==> src/rtl/rv_imem_arbiter_pkg.sv <==
// Shared types and constants for the instruction-memory arbiter.
// Holds the host FSM encoding, default sizing and the burst-counter helper.
package rv_imem_arbiter_pkg;

    typedef enum logic {
        H_IDLE = 1'b0,
        H_ACK  = 1'b1
    } host_state_e;

    localparam int AW_DEFAULT       = 14;
    localparam int HOST_MAX_DEFAULT = 4;
    localparam int CNT_W            = 4;

    // Saturating increment: the burst count must never wrap back under the limit.
    function automatic logic [CNT_W-1:0] sat_inc(input logic [CNT_W-1:0] v);
        return (v == {CNT_W{1'b1}}) ? v : v + CNT_W'(1);
    endfunction

endpackage

==> src/rtl/rv_imem_arbiter.sv <==
// Arbitrates the single-port IMEM between the fetch stage and the host/debug port.
// Host transactions take priority up to a burst limit; fetch gets every other slot.
module rv_imem_arbiter
    import rv_imem_arbiter_pkg::*;
#(
    parameter int AW       = AW_DEFAULT,
    parameter int HOST_MAX = HOST_MAX_DEFAULT
) (
    input  logic          clk_i,
    input  logic          rst_n_i,
    input  logic [31:0]   f_addr_i,
    output logic [31:0]   f_data_o,
    output logic          f_valid_o,
    input  logic          h_req_i,
    input  logic          h_we_i,
    input  logic [31:0]   h_addr_i,
    input  logic [31:0]   h_wdata_i,
    input  logic          h_halt_i,
    output logic          h_ack_o,
    output logic [31:0]   h_rdata_o,
    output logic [AW-1:0] mem_addr_o,
    output logic          mem_we_o,
    output logic [31:0]   mem_wdata_o,
    input  logic [31:0]   mem_rdata_i
);

    localparam logic [CNT_W-1:0] HOST_MAX_C = CNT_W'(HOST_MAX);

    host_state_e      state_reg, state_next;
    logic [CNT_W-1:0] cnt_reg, cnt_next;
    logic             f_valid_reg, f_valid_next;
    logic             rst_seen_reg;
    logic             host_grant, fetch_grant;

    always_ff @(posedge clk_i or negedge rst_n_i) begin
        if (!rst_n_i) begin
            state_reg    <= H_IDLE;
            cnt_reg      <= '0;
            f_valid_reg  <= 1'b0;
            rst_seen_reg <= 1'b0;
        end else begin
            state_reg    <= state_next;
            cnt_reg      <= cnt_next;
            f_valid_reg  <= f_valid_next;
            rst_seen_reg <= 1'b1;
        end
    end

    always_comb begin
        host_grant   = 1'b0;
        fetch_grant  = 1'b0;
        state_next   = H_IDLE;
        cnt_next     = cnt_reg;
        f_valid_next = 1'b0;

        // Halt lifts the burst limit so a program load can stream uninterrupted.
        host_grant  = h_req_i && (state_reg == H_IDLE) && (h_halt_i || (cnt_reg < HOST_MAX_C));
        fetch_grant = !host_grant && !h_halt_i;

        if (state_reg == H_IDLE && host_grant) begin
            state_next = H_ACK;
        end

        if (host_grant) begin
            cnt_next = sat_inc(cnt_reg);
        end else if (fetch_grant || (!h_req_i && state_reg == H_IDLE)) begin
            cnt_next = '0;
        end

        // The first cycle out of reset never reports a fetch.
        f_valid_next = fetch_grant && rst_seen_reg;
    end

    // An idle memory still looks at the fetch address; only the strobe matters.
    assign mem_addr_o  = host_grant ? h_addr_i[AW+1:2] : f_addr_i[AW+1:2];
    assign mem_we_o    = host_grant && h_we_i;
    assign mem_wdata_o = h_wdata_i;

    assign f_data_o  = mem_rdata_i;
    assign f_valid_o = f_valid_reg;
    assign h_ack_o   = (state_reg == H_ACK);
    assign h_rdata_o = mem_rdata_i;

    logic unused_addr_bits;
    assign unused_addr_bits = ^{h_addr_i[31:AW+2], h_addr_i[1:0], f_addr_i[31:AW+2], f_addr_i[1:0]};

endmodule

==> config.mk <==
export PLATFORM = sky130hd
export DESIGN_NAME = rv_imem_arbiter
export DESIGN_NICKNAME = d
export VERILOG_FILES = /design/src/rtl/rv_imem_arbiter_pkg.sv /design/src/rtl/rv_imem_arbiter.sv
export SDC_FILE = /design/constraint.sdc
export NUM_CORES = 1
export LEC_CHECK = 0
export CAP_MARGIN = 20
export CORE_AREA = 4 4 93 95
export DETAILED_ROUTE_END_ITERATION = 6
export DIE_AREA = 0 0 97 99
export GPL_ROUTABILITY_DRIVEN = 0
export GPL_TIMING_DRIVEN = 0
export PLACE_DENSITY = 0.75
export SYNTH_ARGS = -nofsm -noshare
export SYNTH_HDL_FRONTEND = slang
export SYNTH_SLANG_ARGS = --single-unit
==> constraint.sdc <==
create_clock -name clk_i -period 2.2 [get_ports clk_i]
set_clock_uncertainty 0.1 [all_clocks]
set_input_delay 0.44 -clock clk_i [delete_from_list [all_inputs] [get_ports clk_i]]
set_output_delay 0.44 -clock clk_i [all_outputs]
set_load 0.03 [all_outputs]
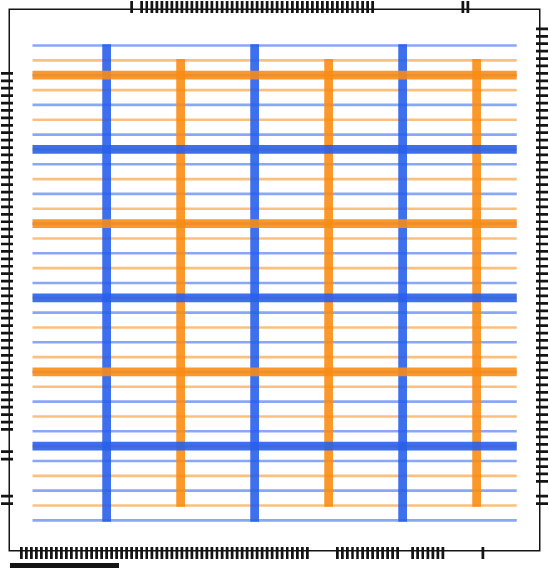
floorplan.png
Bar = 20 um. Pins as bars on the die edge.
VSS: in blue. VDD: in orange.
The core has 32 rows. 246 signal pins sit on the boundary. 33 met1 rails follow the rows.
die width: 97 um
Max rail drop VDD: 0.396 mV
Die Y: 99 um

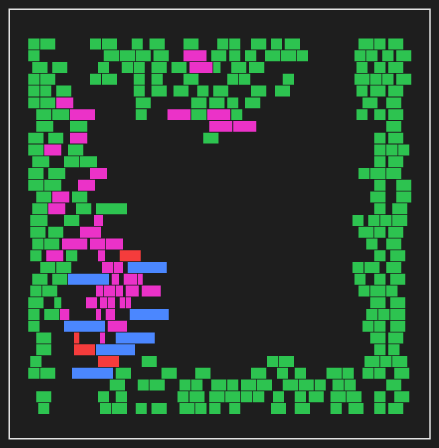
class_map.png
remaining buffers and delay cells: in green, cells 242, share of their area 78%. clock drivers and dummy loads: in red, cells 4, share of their area 1.6%. remaining logic cells: in magenta, cells 41, share of their area 14%. registers: in blue, cells 7, share of their area 6.4%.
core area: 7730 sq um
Seq/total area: 6.14%
Finished Cell Area: 2920 sq um

==> changes_impl.md <==
### Physical design

- CTS tree: done
- Largest net degree at the start of global routing: 11
- Final setup violation count: 0
- Chip area: 9600 sq um
- Vias per cell: 3.57
- Total global routing overflow: 0
- Rows: 32
- FF+latch area: 179 sq um
- Area after DPL: 2850 sq um
- Tally of filler cells in the layout: 789
- Area leader, netlist: buf_4
- Area leader share: 56.7%
- Final non-filler cell total: 396
- # diodes: 0
- Area growth from synthesis to layout: 127%
- Initial antenna violation count: 0
- CP arrival: 1.63 ns
- Worst-path fanout max: 10
- Max Clock Freq: 460 MHz
- Final min period: 2.17 ns
- Tcrit/Tclk final: 98.8%
- Input/output buffers: 144
- YS warnings: 0
- Max FFs per register: 4
- Final net count: 429
- Gate Count Post-Synth: 145
- Crit path launch: h_req_i
- # Cells Yosys: 145
- Status: finished clean
- Seq/Total Area, Yosys: 13.6%
- Antenna viol nets, final: 0
- Post-Syn Area: 1280 sq um
- Fin. Hold Viols: 0
- Share of cells above drive strength 1: 47.3%
- DR DRC count: 0
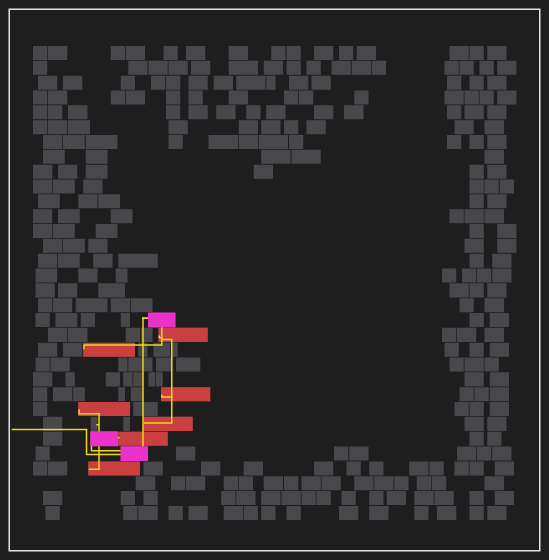
clock_wires.png
flip-flops: in red, count 7. clock wires: in yellow, length 130 um. clock-net drivers: in magenta, count 3.
Position of the flops: south-west.
Clock Latency Late Sink: 0.23 ns
P_clk: 0.184 mW
clock share of power: 17.0%

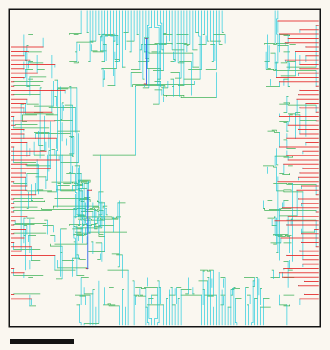
layers.png
Bar = 20 um.
M3: in red, wire length 720 um. M1: in green, wire length 1200 um. M2: in cyan, wire length 2610 um. M4: in blue, wire length 38.8 um.
GRT Util Overall: 8.17%
total wire length: 4.57 mm
Routed wire per std cell: 11.5 um
via count: 1414

final timing paths:
kind / slack (ns) / depth (start not counted) / to
min in group clk_i: 0.38 / 1 / f_valid_o
max in group asynchronous: 1.37 / 1 / h_ack_o
worst min-delay path: 0.37 / 1 / cnt_reg[1]
worst max-delay path: 0.03 / 6 / mem_addr_o[2]
worst max register to register: 0.79 / 4 / cnt_reg[1]
worst min register to register: 0.38 / 1 / f_valid_o
kinds of logic after synthesis:
| family | Yosys count | synth area share (%) |
|---|---|---|
| mux | 14 | 14.0 |
| compound gates | 10 | 5.95 |
| other cells | 1 | 0.292 |
| simple gates | 12 | 6.04 |
| flops | 7 | 13.6 |
| buf+inv | 100 | 59.1 |
| fa+ha+maj | 1 | 0.975 |
placed cells by master, fill, tap and decap left out, types with 2 or more instances in the layout:
| cell | synthesis | layout |
|---|---|---|
| clkbuf_8 | 0 | 3 |
| o32ai_1 | 2 | 2 |
| buf_2 | 0 | 2 |
| dfrtp_1 | 7 | 4 |
| mux2_2 | 8 | 8 |
| clkdlybuf4s50_1 | 0 | 128 |
| a21oi_1 | 3 | 3 |
| nand2_1 | 3 | 3 |
| o21ai_4 | 1 | 2 |
| dfrtp_2 | 0 | 3 |
| buf_4 | 97 | 102 |
| clkdlybuf4s15_2 | 0 | 8 |
| mux2_4 | 6 | 6 |
critical path, stage by stage:
cell and delay, ns:
clkdlybuf4s15_1 0.22, nor2b_4 0.23, o21ai_4 0.12, buf_12 0.16
mux2_4 0.29, buf_4 0.17
power breakdown:
| part | internal, mW | switching (mW) |
|---|---|---|
| clock network | 0.126 | 0.0580 |
| registers | 0.138 | 0.00979 |
| logic | 0.388 | 0.357 |
cells in the mapped netlist:
cell type	count
o21ai_0	1
mux2_4	6
inv_4	1
nor2b_2	1
nor3b_2	1
buf_12	1
conb_1	1
o21a_1	1
nand2_1	3
dfrtp_1	7
and3_1	1
nor3b_1	1
a32o_1	1
nand3_1	1
buf_4	97
and2_1	1
nor2_2	1
inv_1	1
nand3b_1	1
ha_1	1
a21oi_1	3
o21ai_4	1
mux2_2	8
o32ai_1	2
nand2b_1	1
o21ai_1	1
stage by stage:
step	hold slack [ns]	setup WS, ns	utilization (%)
after global placement	0.377	-0.685	36.9
after CTS	0.366	0.000215	37.5
after floorplan	0.0444	0.261	-
final	0.369	0.0265	37.7
after detailed placement	0.390	-0.683	36.9
after global routing	0.388	-0.00673	37.7
cell type report:
type / count / share of cell area (%)
repair buffers: 144 / 49.0
plain buffers: 98 / 25.7
multi-input cells: 39 / 12.9
flip-flops and latches: 7 / 6.14
well taps: 102 / 4.38
clock buffers: 4 / 1.55
inverters: 2 / 0.343
repair_timing:
action                                  CTS  global route
resized                                  66             6
endpoints found under the setup margin   15            14
cloned                                    1             0
hold buffers                              0             0
layer usage:
layer	vias up	track usage, %	routed length (um)
met5	-	0	0
met4	0	2.16	38
met3	4	3.54	719
met2	122	17.4	2610
met1	619	6.60	1200
li1	669	-	-
No activity file was given, so power comes from the tool's default toggle rates.
